$ cat config.mk
export PLATFORM = sky130hd
export DESIGN_NAME = multicycle_control
export DESIGN_NICKNAME = d
export VERILOG_FILES = /design/src/rtl/multicycle_control.sv
export SDC_FILE = /design/constraint.sdc
export NUM_CORES = 1
export LEC_CHECK = 0
export ABC_AREA = 1
export CAP_MARGIN = 0
export CORE_UTILIZATION = 42
export CTS_BUF_LIST = sky130_fd_sc_hd__clkbuf_4 sky130_fd_sc_hd__clkbuf_8
export DETAILED_ROUTE_END_ITERATION = 10
export PLACE_DENSITY = 0.92
export SLEW_MARGIN = 25
export SYNTH_ARGS = -nofsm -noshare
export SYNTH_HDL_FRONTEND = slang
export SYNTH_SLANG_ARGS = --single-unit
$ cat constraint.sdc
create_clock -name clk -period 2.3 [get_ports clk]
set_input_delay 0.345 -clock clk [delete_from_list [all_inputs] [get_ports clk]]
set_output_delay 0.345 -clock clk [all_outputs]
set_load 0.01 [all_outputs]
$ cat src/rtl/multicycle_control.sv
// ---------------------------------------------------------------------------
// multicycle_control
//   Main control FSM of the multi-cycle RISC core. Every instruction goes
//   through FETCH and DECODE, then a class-specific execute / memory /
//   writeback path. The FSM drives the datapath strobes and produces the
//   3-bit aluop for the downstream ALU control decoder. Memory states stall
//   until mem_ready.
//
//   Optional feature: define MC_CTRL_RETIRE_CNT_EN to build the
//   retired-instruction counter. Without the macro, retired is tied to 0
//   and no counter flops exist.
//
// Ports
//   clk, reset          rising-edge clock, asynchronous active-high reset
//   opcode[5:0]         instruction[31:26] from IR, stable from DECODE on
//   zero                ALU zero flag (used only in BRANCH)
//   mem_ready           memory finished the current access this cycle
//   mem_read/mem_write  memory strobes; i_or_d selects PC(0) or ALUOut(1)
//   ir_write, pc_we     IR load and PC write enables
//   reg_write, reg_dst, mem_to_reg, alu_src_a, imm_zext   datapath controls
//   alu_src_b[1:0]      00 B, 01 const 4, 10 ext imm, 11 sext imm << 2
//   pc_source[1:0]      00 ALU result, 01 ALUOut, 10 jump target
//   aluop[2:0]          000 add, 001 sub, 010 and, 011 or, 101 slt, 110 R-type
//   illegal             one-cycle pulse in TRAP (undefined opcode)
//   state[3:0]          current state, for debug
//   retired             retired-instruction count
// ---------------------------------------------------------------------------
module multicycle_control #(
    parameter int RETIRE_W = 32
) (
    input  logic                clk,
    input  logic                reset,
    input  logic [5:0]          opcode,
    input  logic                zero,
    input  logic                mem_ready,
    output logic                mem_read,
    output logic                mem_write,
    output logic                i_or_d,
    output logic                ir_write,
    output logic                pc_we,
    output logic                reg_write,
    output logic                reg_dst,
    output logic                mem_to_reg,
    output logic                alu_src_a,
    output logic                imm_zext,
    output logic [1:0]          alu_src_b,
    output logic [1:0]          pc_source,
    output logic [2:0]          aluop,
    output logic                illegal,
    output logic [3:0]          state,
    output logic [RETIRE_W-1:0] retired
);

    typedef enum logic [3:0] {
        S_IDLE      = 4'd0,
        S_FETCH     = 4'd1,
        S_DECODE    = 4'd2,
        S_MEM_ADDR  = 4'd3,
        S_MEM_READ  = 4'd4,
        S_MEM_WB    = 4'd5,
        S_MEM_WRITE = 4'd6,
        S_R_EXEC    = 4'd7,
        S_R_WB      = 4'd8,
        S_I_EXEC    = 4'd9,
        S_I_WB      = 4'd10,
        S_BRANCH    = 4'd11,
        S_JUMP      = 4'd12,
        S_TRAP      = 4'd13
    } state_t;

    typedef enum logic [3:0] {
        C_R, C_LW, C_SW, C_ADDI, C_ANDI, C_ORI, C_SLTI, C_BEQ, C_BNE, C_J, C_ILL
    } op_class_t;

    state_t    cur;
    op_class_t op_class;   // class latched in DECODE
    op_class_t dec_class;  // combinational decode of opcode

    // NOTE: every variable assigned in always_comb gets a default first, so
    // no path through the block leaves it unassigned and no latch is inferred.
    always_comb begin
        dec_class = C_ILL;
        case (opcode)
            6'b000000: dec_class = C_R;
            6'b100011: dec_class = C_LW;
            6'b101011: dec_class = C_SW;
            6'b001000: dec_class = C_ADDI;
            6'b001100: dec_class = C_ANDI;
            6'b001101: dec_class = C_ORI;
            6'b001010: dec_class = C_SLTI;
            6'b000100: dec_class = C_BEQ;
            6'b000101: dec_class = C_BNE;
            6'b000010: dec_class = C_J;
            default:   dec_class = C_ILL;
        endcase
    end

    // NOTE: state registers use non-blocking assignments so every flop
    // samples the pre-edge values regardless of statement order.
    always_ff @(posedge clk or posedge reset) begin
        if (reset) begin
            cur      <= S_IDLE;
            op_class <= C_ILL;
        end else begin
            case (cur)
                S_IDLE:   cur <= S_FETCH;
                S_FETCH:  if (mem_ready) cur <= S_DECODE;
                S_DECODE: begin
                    op_class <= dec_class;
                    case (dec_class)
                        C_R:                           cur <= S_R_EXEC;
                        C_LW, C_SW:                    cur <= S_MEM_ADDR;
                        C_ADDI, C_ANDI, C_ORI, C_SLTI: cur <= S_I_EXEC;
                        C_BEQ, C_BNE:                  cur <= S_BRANCH;
                        C_J:                           cur <= S_JUMP;
                        default:                       cur <= S_TRAP;
                    endcase
                end
                S_MEM_ADDR:  cur <= (op_class == C_SW) ? S_MEM_WRITE : S_MEM_READ;
                S_MEM_READ:  if (mem_ready) cur <= S_MEM_WB;
                S_MEM_WB:    cur <= S_FETCH;
                S_MEM_WRITE: if (mem_ready) cur <= S_FETCH;
                S_R_EXEC:    cur <= S_R_WB;
                S_R_WB:      cur <= S_FETCH;
                S_I_EXEC:    cur <= S_I_WB;
                S_I_WB:      cur <= S_FETCH;
                S_BRANCH:    cur <= S_FETCH;
                S_JUMP:      cur <= S_FETCH;
                S_TRAP:      cur <= S_FETCH;
                default:     cur <= S_IDLE;   // unused codes 14-15
            endcase
        end
    end

    // Moore decode of the state register; only FETCH (mem_ready) and
    // BRANCH (zero) look at inputs, so reset clears every output at once.
    always_comb begin
        mem_read   = 1'b0;
        mem_write  = 1'b0;
        i_or_d     = 1'b0;
        ir_write   = 1'b0;
        pc_we      = 1'b0;
        reg_write  = 1'b0;
        reg_dst    = 1'b0;
        mem_to_reg = 1'b0;
        alu_src_a  = 1'b0;
        imm_zext   = 1'b0;
        alu_src_b  = 2'b00;
        pc_source  = 2'b00;
        aluop      = 3'b000;
        illegal    = 1'b0;
        case (cur)
            S_FETCH: begin
                mem_read  = 1'b1;
                alu_src_b = 2'b01;
                ir_write  = mem_ready;
                pc_we     = mem_ready;
            end
            S_DECODE:   alu_src_b = 2'b11;   // branch target into ALUOut
            S_MEM_ADDR: begin
                alu_src_a = 1'b1;
                alu_src_b = 2'b10;
            end
            S_MEM_READ: begin
                mem_read = 1'b1;
                i_or_d   = 1'b1;
            end
            S_MEM_WB: begin
                reg_write  = 1'b1;
                mem_to_reg = 1'b1;
            end
            S_MEM_WRITE: begin
                mem_write = 1'b1;
                i_or_d    = 1'b1;
            end
            S_R_EXEC: begin
                alu_src_a = 1'b1;
                aluop     = 3'b110;
            end
            S_R_WB: begin
                reg_write = 1'b1;
                reg_dst   = 1'b1;
            end
            S_I_EXEC: begin
                alu_src_a = 1'b1;
                alu_src_b = 2'b10;
                case (op_class)
                    C_ANDI: begin aluop = 3'b010; imm_zext = 1'b1; end
                    C_ORI:  begin aluop = 3'b011; imm_zext = 1'b1; end
                    C_SLTI: aluop = 3'b101;
                    default: aluop = 3'b000;   // addi
                endcase
            end
            S_I_WB:     reg_write = 1'b1;
            S_BRANCH: begin
                alu_src_a = 1'b1;
                aluop     = 3'b001;
                pc_source = 2'b01;
                pc_we     = (op_class == C_BNE) ? ~zero : zero;
            end
            S_JUMP: begin
                pc_source = 2'b10;
                pc_we     = 1'b1;
            end
            S_TRAP:     illegal = 1'b1;
            default: ;
        endcase
    end

    assign state = cur;

`ifdef MC_CTRL_RETIRE_CNT_EN
    logic [RETIRE_W-1:0] retire_cnt;
    logic                retire_evt;

    // Counts on the edge that leaves the last state of a completed
    // instruction; TRAP deliberately does not retire.
    always_comb begin
        retire_evt = (cur == S_MEM_WB) || (cur == S_R_WB) || (cur == S_I_WB) ||
                     (cur == S_BRANCH) || (cur == S_JUMP) ||
                     ((cur == S_MEM_WRITE) && mem_ready);
    end

    always_ff @(posedge clk or posedge reset) begin
        if (reset)
            retire_cnt <= '0;
        else if (retire_evt)
            retire_cnt <= retire_cnt + RETIRE_W'(1);   // wraps naturally
    end

    assign retired = retire_cnt;
`else
    assign retired = '0;
`endif

endmodule

**Run 1: signal wires by layer**

Scale bar: 20 um.
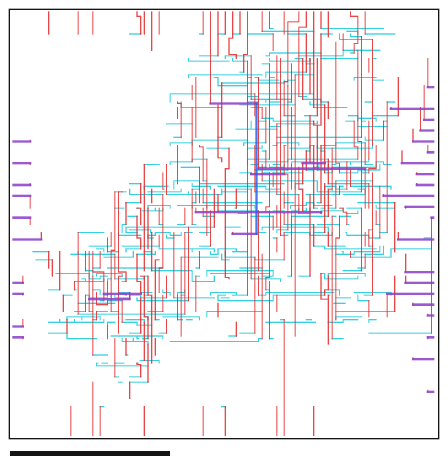
Key: red = M2 [wire length 1210 um]; blue = M4 [wire length 16.3 um]; purple = M3 [wire length 127 um]; cyan = M1 [wire length 1020 um]
per-cell routed wire length: 9.381 um
total detailed-routing wirelength: 2364 um
overall track demand over capacity in global routing: 0.1722

**Run 1: clock network drawn from the DEF**

Scale bar: 20 um.
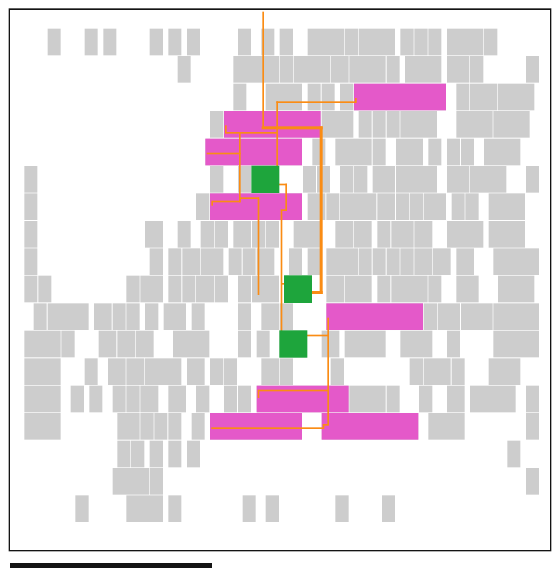
Key: orange = clock wires [length 137 um]; green = clock-net drivers [count 3]; magenta = flip-flops [count 8]
There are 4 routed clock nets.
clock distribution power: 0.000130 W
clock latency on the worst-skew pair: 0.26 ns
Worst Skew: 0.01135 ns
relative contribution of the clock network to total power: 0.091

**Run 1: pin map**

Pins as bars across the die edge, other pins in gray.
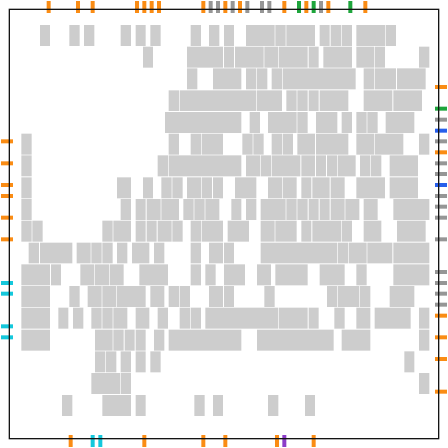
Key: purple = reset [pins 1, direction input, edge bottom]; cyan = opcode [pins 6, direction input, edge 4 left, 2 bottom]; green = state [pins 4, direction output, edge 3 top, 1 right]; orange = retired [pins 32, direction output, edge 14 top, 6 bottom, 6 right, 6 left]; blue = pc_source [pins 2, direction output, edge right]
chip height: 53.49 um
quantity of I/O buffers inserted on ports: 31
Die X-Extent: 53.49 um

==> results.txt, run 1 <==
impl run done, here's what came out: Starting DRT DRC Count 24, combined area of all synthesized cells 1114 sq um, met1 demand-to-capacity share in global routing 0.2031, most utilized layer in the global route result met2, Worst Path Max Fanout 7, RSZ-0062 raised after global routing false, critical setup path kind flop to output port, half-perimeter wire length after detailed placement 1943 um, proportion of layout cells with a drive suffix above 1 0.1667, total tool warning count 26, met3 GRT Util 0.01724, worst reg2reg path depth 9, Site Rows 18, met2 demand-to-capacity share in global routing 0.3063, filler cell count 243, Period Utilization, post-route 0.9394, sequential-to-total area share from yosys stat 0.1820, chip area 2861 sq um, CTS tree built, num ports 64, seq pwr 0.000303 W, Final Hold Slack 0.3278 ns, number of buffers added to fix hold violations after cts 0, placeable core area 2500 sq um, cell with the biggest individual delay on the critical path sky130_fd_sc_hd__clkdlybuf4s50_1, leading area contributor after synthesis sky130_fd_sc_hd__buf_4, Worst setup EP type output port, Nets 233, combinational group power 0.000987 W, path category of the worst min-delay check input pin to asynchronous set/reset pin, RR Endpoint state[0]$_DFFE_PP0P_, cells in synth_stat.txt 184, status complete, no violations, cell depth of the worst setup path 6, Antenna diodes 0, post-synthesis cell type count 26, first-pass GRT wire length 3560 um, gr ovfl total 0, post-layout minimum cycle time 2.161 ns, endpoint required time on the critical path 1.96 ns, Final GP Congestion 0.8221, Lkg Pwr 0.8249 nW, Core Util at FP 0.4454, number of clock sinks 8, root buf cell sky130_fd_sc_hd__clkbuf_4, number of buffers created by CTS 3, number of pins with negative max-slew slack in the final report 0, number of global-route vias before repair 873, startpoint of the worst-slack reg-to-reg timing path state[3]$_DFFE_PP0P_, buffer levels on the longest clock path 2, fmax 462.8 MHz, cell with the most instances on the worst path sky130_fd_sc_hd__nor2_1, number of max-cap violations 0, commonest cells after routing, fill and taps aside sky130_fd_sc_hd__nand2_1, sky130_fd_sc_hd__conb_1, sky130_fd_sc_hd__clkdlybuf4s50_1, sequential share of power 0.213, synthesized chip area reported by yosys 1114 sq um, endpoint of the worst setup timing path alu_src_a, critical-path cell list buf_4 > nand2_1 > nor2_1 > nor2_1 > nand3_1 > clkdlybuf4s50_1, startpoint type of the worst setup path flop, register clock-pin slew on the reported worst setup and hold paths 0.06 ns, Switching Share 0.4743, Setup TNS Final 0 ns, total count of hold-check failures in the final report 0, total iterations of the first detailed-routing run 4, combinational cell fraction of total power 0.695, worst path buffer plus inverter count 2, data arrival time of the worst path 1.82 ns, largest net degree at the start of global routing 10, Flops after synth 8, group drawing the most power combinational cells, Mapped Cells 184, cell-internal power 0.0007462 W, cell type group with the largest total delay on the critical path buffers and inverters, DR vias 1110, number of DRC violations after detailed routing 0, average vias per placed instance 4.405, YS warnings 0, Area contributors post-synth sky130_fd_sc_hd__buf_4, sky130_fd_sc_hd__dfrtp_1, sky130_fd_sc_hd__nand2_1, critical path startpoint state[0]$_DFFE_PP0P_, net switching power 0.0006731 W, Top cell area share 0.2157, total power 0.001419 W, Pwr Density 998.5 nW/um^2, Max VDD drop 769.1 uV, Final setup viols 0, H-tree lvl count 1, Mapped Avg Cell Area 6.052 sq um, number of nets with antenna violations after routing 0, antenna violations before repair 0, slack of the worst reg-to-reg path 0.84 ns, most used logic cell in the final layout sky130_fd_sc_hd__nand2_1, area overhead of the layout relative to synthesis 27.64%, delay of the slowest cell on the worst path 0.55 ns
[run 1: cell usage after synthesis (all sizes together)]
cell type and number:
nand2 39, buf 32, nor2 32, inv 31
nand3 17, o21ai 12, dfrtp 6, nor3 3
a21oi 2, dfstp 2, a31o 1, a31oi 1
a41oi 1, conb 1, nand4 1, o22ai 1
o31ai 1, xnor2 1
[run 1: cell type report]
cell class / count / area [sq um] / area share
Clock buffer: 4 / 30.03 / 0.02113
Inverter: 31 / 116.4 / 0.08187
Multi-Input combinational cell: 144 / 680.7 / 0.4789
Sequential cell: 8 / 205.2 / 0.1444
Tap cell: 30 / 37.54 / 0.02641
Timing Repair Buffer: 35 / 351.6 / 0.2474
[run 1: logic make-up (layout without fill, tap and decap cells)]
kind of cell / count (synthesis) / after routing / share of synthesized area
and+or+nand+nor: 92 / 92 / 0.3865
other: 1 / 32 / 0.003368
xor gates and xnor gates: 1 / 1 / 0.007867
AOI/OAI and AO/OA: 19 / 19 / 0.1000
buffers and inverters: 63 / 70 / 0.3202
DFF: 8 / 8 / 0.1820
[run 1: registers in the layout, indices dropped and copies added, names as in the netlist]
register	cells
state	4
op_class	4
[run 1: per-layer routing]
layer  wire length (um)  up-vias  part of all wire
li1                   -      584                 -
met1               1015      479              0.43
met2               1205       45              0.51
met3                126        2             0.053
met4                 16        0            0.0068
met5                  0        -                 0
[run 1: through the flow]
step,cells,area (sq um),setup slack [ns],util
finish,252,1421,0.1393,0.5686
global route,252,1421,0.01307,0.5686
CTS,251,1390,0.04448,0.5561
detailed placement,246,1353,0.2141,0.5410
global placement,246,1353,0.2694,0.5410
floorplan,215,1230,0.6569,-
[run 1: what timing repair did]
action,in CTS,in global routing
buffers inserted,1,1
cloned,0,0
endpoints found under the hold margin,0,0
endpoints found under the setup margin,1,7
gates resized,2,9
--- run 2 (diff from run 1) ---
--- a/config.mk
+++ b/config.mk
@@ -11,7 +11,8 @@
 export CTS_BUF_LIST = sky130_fd_sc_hd__clkbuf_4 sky130_fd_sc_hd__clkbuf_8
 export DETAILED_ROUTE_END_ITERATION = 10
 export PLACE_DENSITY = 0.92
-export SLEW_MARGIN = 25
+export SKIP_LAST_GASP = 1
+export SLEW_MARGIN = 20
 export SYNTH_ARGS = -nofsm -noshare
 export SYNTH_HDL_FRONTEND = slang
 export SYNTH_SLANG_ARGS = --single-unit
**Run 2: clock network drawn from the DEF**

Scale bar: 20 um.
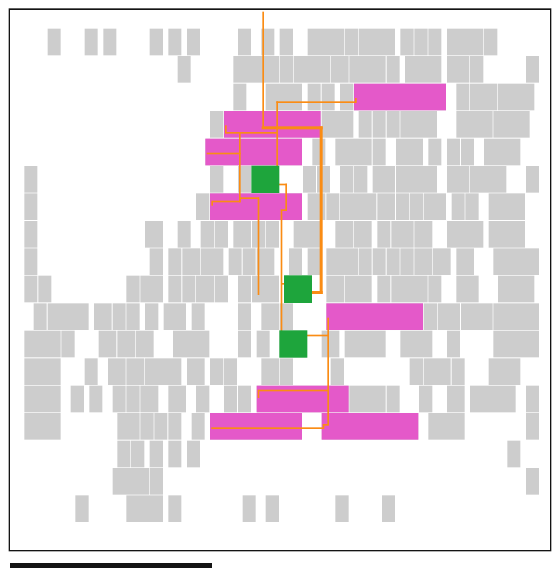
Key: orange = clock wires [length 137 um]; magenta = flip-flops [count 8]; green = clock-net drivers [count 3]
There are 4 routed clock nets.

**Run 2: the metal 3 layer**

Scale bar: 20 um.
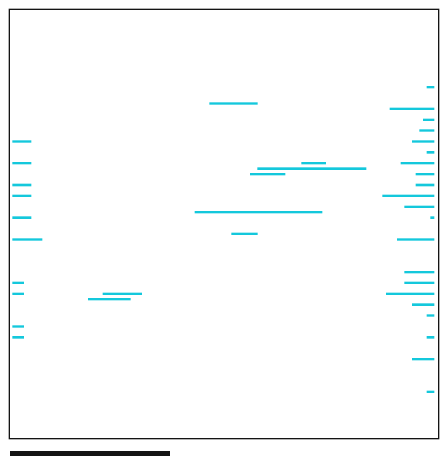
The layer holds 5.4% of the routed length. 38 nets have wire on it. The wires run mostly horizontal. The layer carries 127 um of wire.
met3 GRT Util: 0.01724
DR vias: 1110

==> run 2 against run 1 <==
Clock power about the same. Hold slack is the same. Sequential share of layout area did not move. Worst setup slack did not move. Cell count unchanged. Design area stayed put. Area after synthesis unchanged. Fmax stayed put. Combinational power is essentially flat. Critical path type unchanged. Critical endpoint unchanged. Largest cell class unchanged. Highest routed layer unchanged.
==> results.txt, run 2 <==
impl run done, here's what came out: number of cells after detailed placement 246, Switching Share 0.4743, per-cell routed wire length 9.381 um, buffer levels on the longest clock path 2, Starting DRT DRC Count 24, root buf cell sky130_fd_sc_hd__clkbuf_4, number of clock sinks 8, first-pass GRT wire length 3560 um, data arrival time of the worst path 1.82 ns, Top cell area share 0.2157, RSZ-0062 raised after global routing false, Mapped Cells 184, critical setup path kind flop to output port, group drawing the most power combinational cells, non-filler instance count after layout 252, quantity of I/O buffers inserted on ports 31, half-perimeter wire length after detailed placement 1943 um, utilization after layout 0.5686, delay of the slowest cell on the worst path 0.55 ns, post-layout minimum cycle time 2.161 ns, area overhead of the layout relative to synthesis 27.64%, total tool warning count 26, proportion of layout cells with a drive suffix above 1 0.1667, placeable core area 2500 sq um, Mapped Avg Cell Area 6.052 sq um, worst setup margin 0.1393 ns, post-synthesis cell type count 26, Antenna diodes 0, Die X-Extent 53.49 um, total power 0.001419 W, number of nets with antenna violations after routing 0, Nets 233, total count of hold-check failures in the final report 0, Worst Skew 0.01135 ns, number of buffers added to fix hold violations after cts 0, combinational group power 0.000987 W, number of max-cap violations 0, Worst setup EP type output port, gr ovfl total 0, most used logic cell in the final layout sky130_fd_sc_hd__nand2_1, commonest cells after routing, fill and taps aside sky130_fd_sc_hd__nand2_1, sky130_fd_sc_hd__conb_1, sky130_fd_sc_hd__clkdlybuf4s50_1, path category of the worst min-delay check input pin to asynchronous set/reset pin, cells in synth_stat.txt 184, endpoint required time on the critical path 1.96 ns, leading area contributor after synthesis sky130_fd_sc_hd__buf_4, total iterations of the first detailed-routing run 4, Met2 Wirelength 1205 um, leading register cell type out of synthesis sky130_fd_sc_hd__dfrtp_1, number of pins with negative max-slew slack in the final report 0, clock distribution power 0.000130 W, register clock-pin slew on the reported worst setup and hold paths 0.06 ns, clock latency on the worst-skew pair 0.26 ns, status complete, no violations, net switching power 0.0006731 W, number of global-route vias before repair 873, YS warnings 0, CTS tree built, Pwr Density 998.5 nW/um^2, total detailed-routing wirelength 2364 um, most utilized layer in the global route result met2, seq pwr 0.000303 W, Core Util at FP 0.4454, startpoint type of the worst setup path flop, sequential-to-total area share from yosys stat 0.1820, Max VDD drop 769.1 uV, H-tree lvl count 1, combined area of all synthesized cells 1114 sq um, cell with the biggest individual delay on the critical path sky130_fd_sc_hd__clkdlybuf4s50_1, cell with the most instances on the worst path sky130_fd_sc_hd__nor2_1, antenna violations before repair 0, Worst Path Max Fanout 7, routed length on met3 126 um, Site Rows 18, final cell area excluding filler cells 1421 sq um, largest net degree at the start of global routing 10, met2 demand-to-capacity share in global routing 0.3063, Final setup viols 0, Lkg Pwr 0.8249 nW, commonest cells in the synthesized netlist sky130_fd_sc_hd__nand2_1, sky130_fd_sc_hd__buf_4, sky130_fd_sc_hd__nor2_1, cell-internal power 0.0007462 W, Period Utilization, post-route 0.9394, chip height 53.49 um, proportion of synthesized flip-flops having asynchronous set or reset 1.000, Flops after synth 8, chip area 2861 sq um, average vias per placed instance 4.405, number of flops mapped to enable cells by yosys 0, fmax 462.8 MHz, Final GP Congestion 0.8221, library cell with the highest instance count after synthesis sky130_fd_sc_hd__nand2_1, sequential share of power 0.213, wire length on met1 1015 um, overall track demand over capacity in global routing 0.1722, relative contribution of the clock network to total power 0.091, Area contributors post-synth sky130_fd_sc_hd__buf_4, sky130_fd_sc_hd__dfrtp_1, sky130_fd_sc_hd__nand2_1, combinational cell fraction of total power 0.695, Setup TNS Final 0 ns, worst slack at placement 0.2141 ns, number of buffers created by CTS 3, Max Used Layer met4, Final Hold Slack 0.3278 ns, num ports 64, met1 demand-to-capacity share in global routing 0.2031, number of DRC violations after detailed routing 0, area of placed instances 1353 sq um, synthesized chip area reported by yosys 1114 sq um, critical-path cell list buf_4 > nand2_1 > nor2_1 > nor2_1 > nand3_1 > clkdlybuf4s50_1
**Run 2: signal wires by layer**

Scale bar: 20 um.
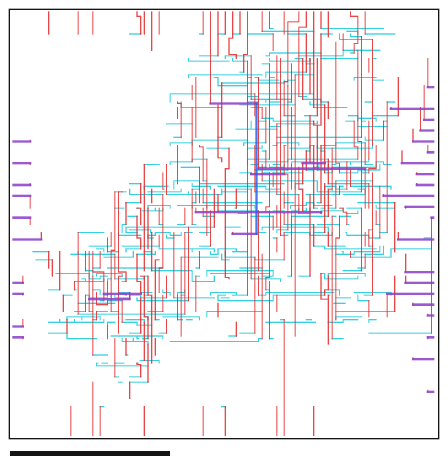
Key: cyan = M1 [wire length 1020 um]; blue = M4 [wire length 16.3 um]; red = M2 [wire length 1210 um]; purple = M3 [wire length 127 um]

==> run 2: cell counts in the layout (fill, tap and decap cells not counted) <==
Identical to the previous run, type by type.
==> run 2: cells by family (layout without fill, tap and decap cells) <==
family                    count (synthesis)  count (layout)  share of synthesized area
DFF                                       8               8                     0.1820
AOI/OAI and AO/OA                        19              19                     0.1000
and+or+nand+nor                          92              92                     0.3865
xor gates and xnor gates                  1               1                   0.007867
other                                     1              32                   0.003368
buffers and inverters                    63              70                     0.3202
==> run 2: repair_timing <==
| action | CTS | global route |
|---|---|---|
| gates resized | 2 | 9 |
| setup buffers | 1 | 1 |
| endpoints found under the setup margin | 1 | 7 |
| pin swaps | 0 | 0 |
==> run 2: layout make-up <==
class	instances	area [sq um]
Multi-Input combinational cell	144	680.7
Inverter	31	116.4
Sequential cell	8	205.2
Tap cell	30	37.54
Fill cell	243	1079
Clock buffer	4	30.03
Timing Repair Buffer	35	351.6
==> run 2: worst max-delay path, delay by kind of cell (launching register included) <==
| kind | cells | cell delay [ns] |
|---|---|---|
| buffers and inverters | 2 | 0.73 |
| DFF | 1 | 0.35 |
| and+or+nand+nor | 4 | 0.48 |
==> run 2: path summary, 6_finish.rpt <==
kind / cells past startpoint / slack (ns) / startpoint / endpoint
worst max-delay path: 6 / 0.14 / state[0]$_DFFE_PP0P_ / alu_src_a
worst min-delay path: 2 / 0.33 / reset / state[0]$_DFFE_PP0P_
worst max register to register: 9 / 0.84 / state[3]$_DFFE_PP0P_ / state[0]$_DFFE_PP0P_
worst min register to register: 2 / 0.56 / op_class[3]$_DFFE_PP1P_ / op_class[3]$_DFFE_PP1P_
max in group asynchronous: 2 / 1.68 / reset / op_class[3]$_DFFE_PP1P_
min in group clk: 2 / 0.56 / op_class[3]$_DFFE_PP1P_ / op_class[3]$_DFFE_PP1P_
Power figures rest on the tool's default switching activity, not on a simulated workload.
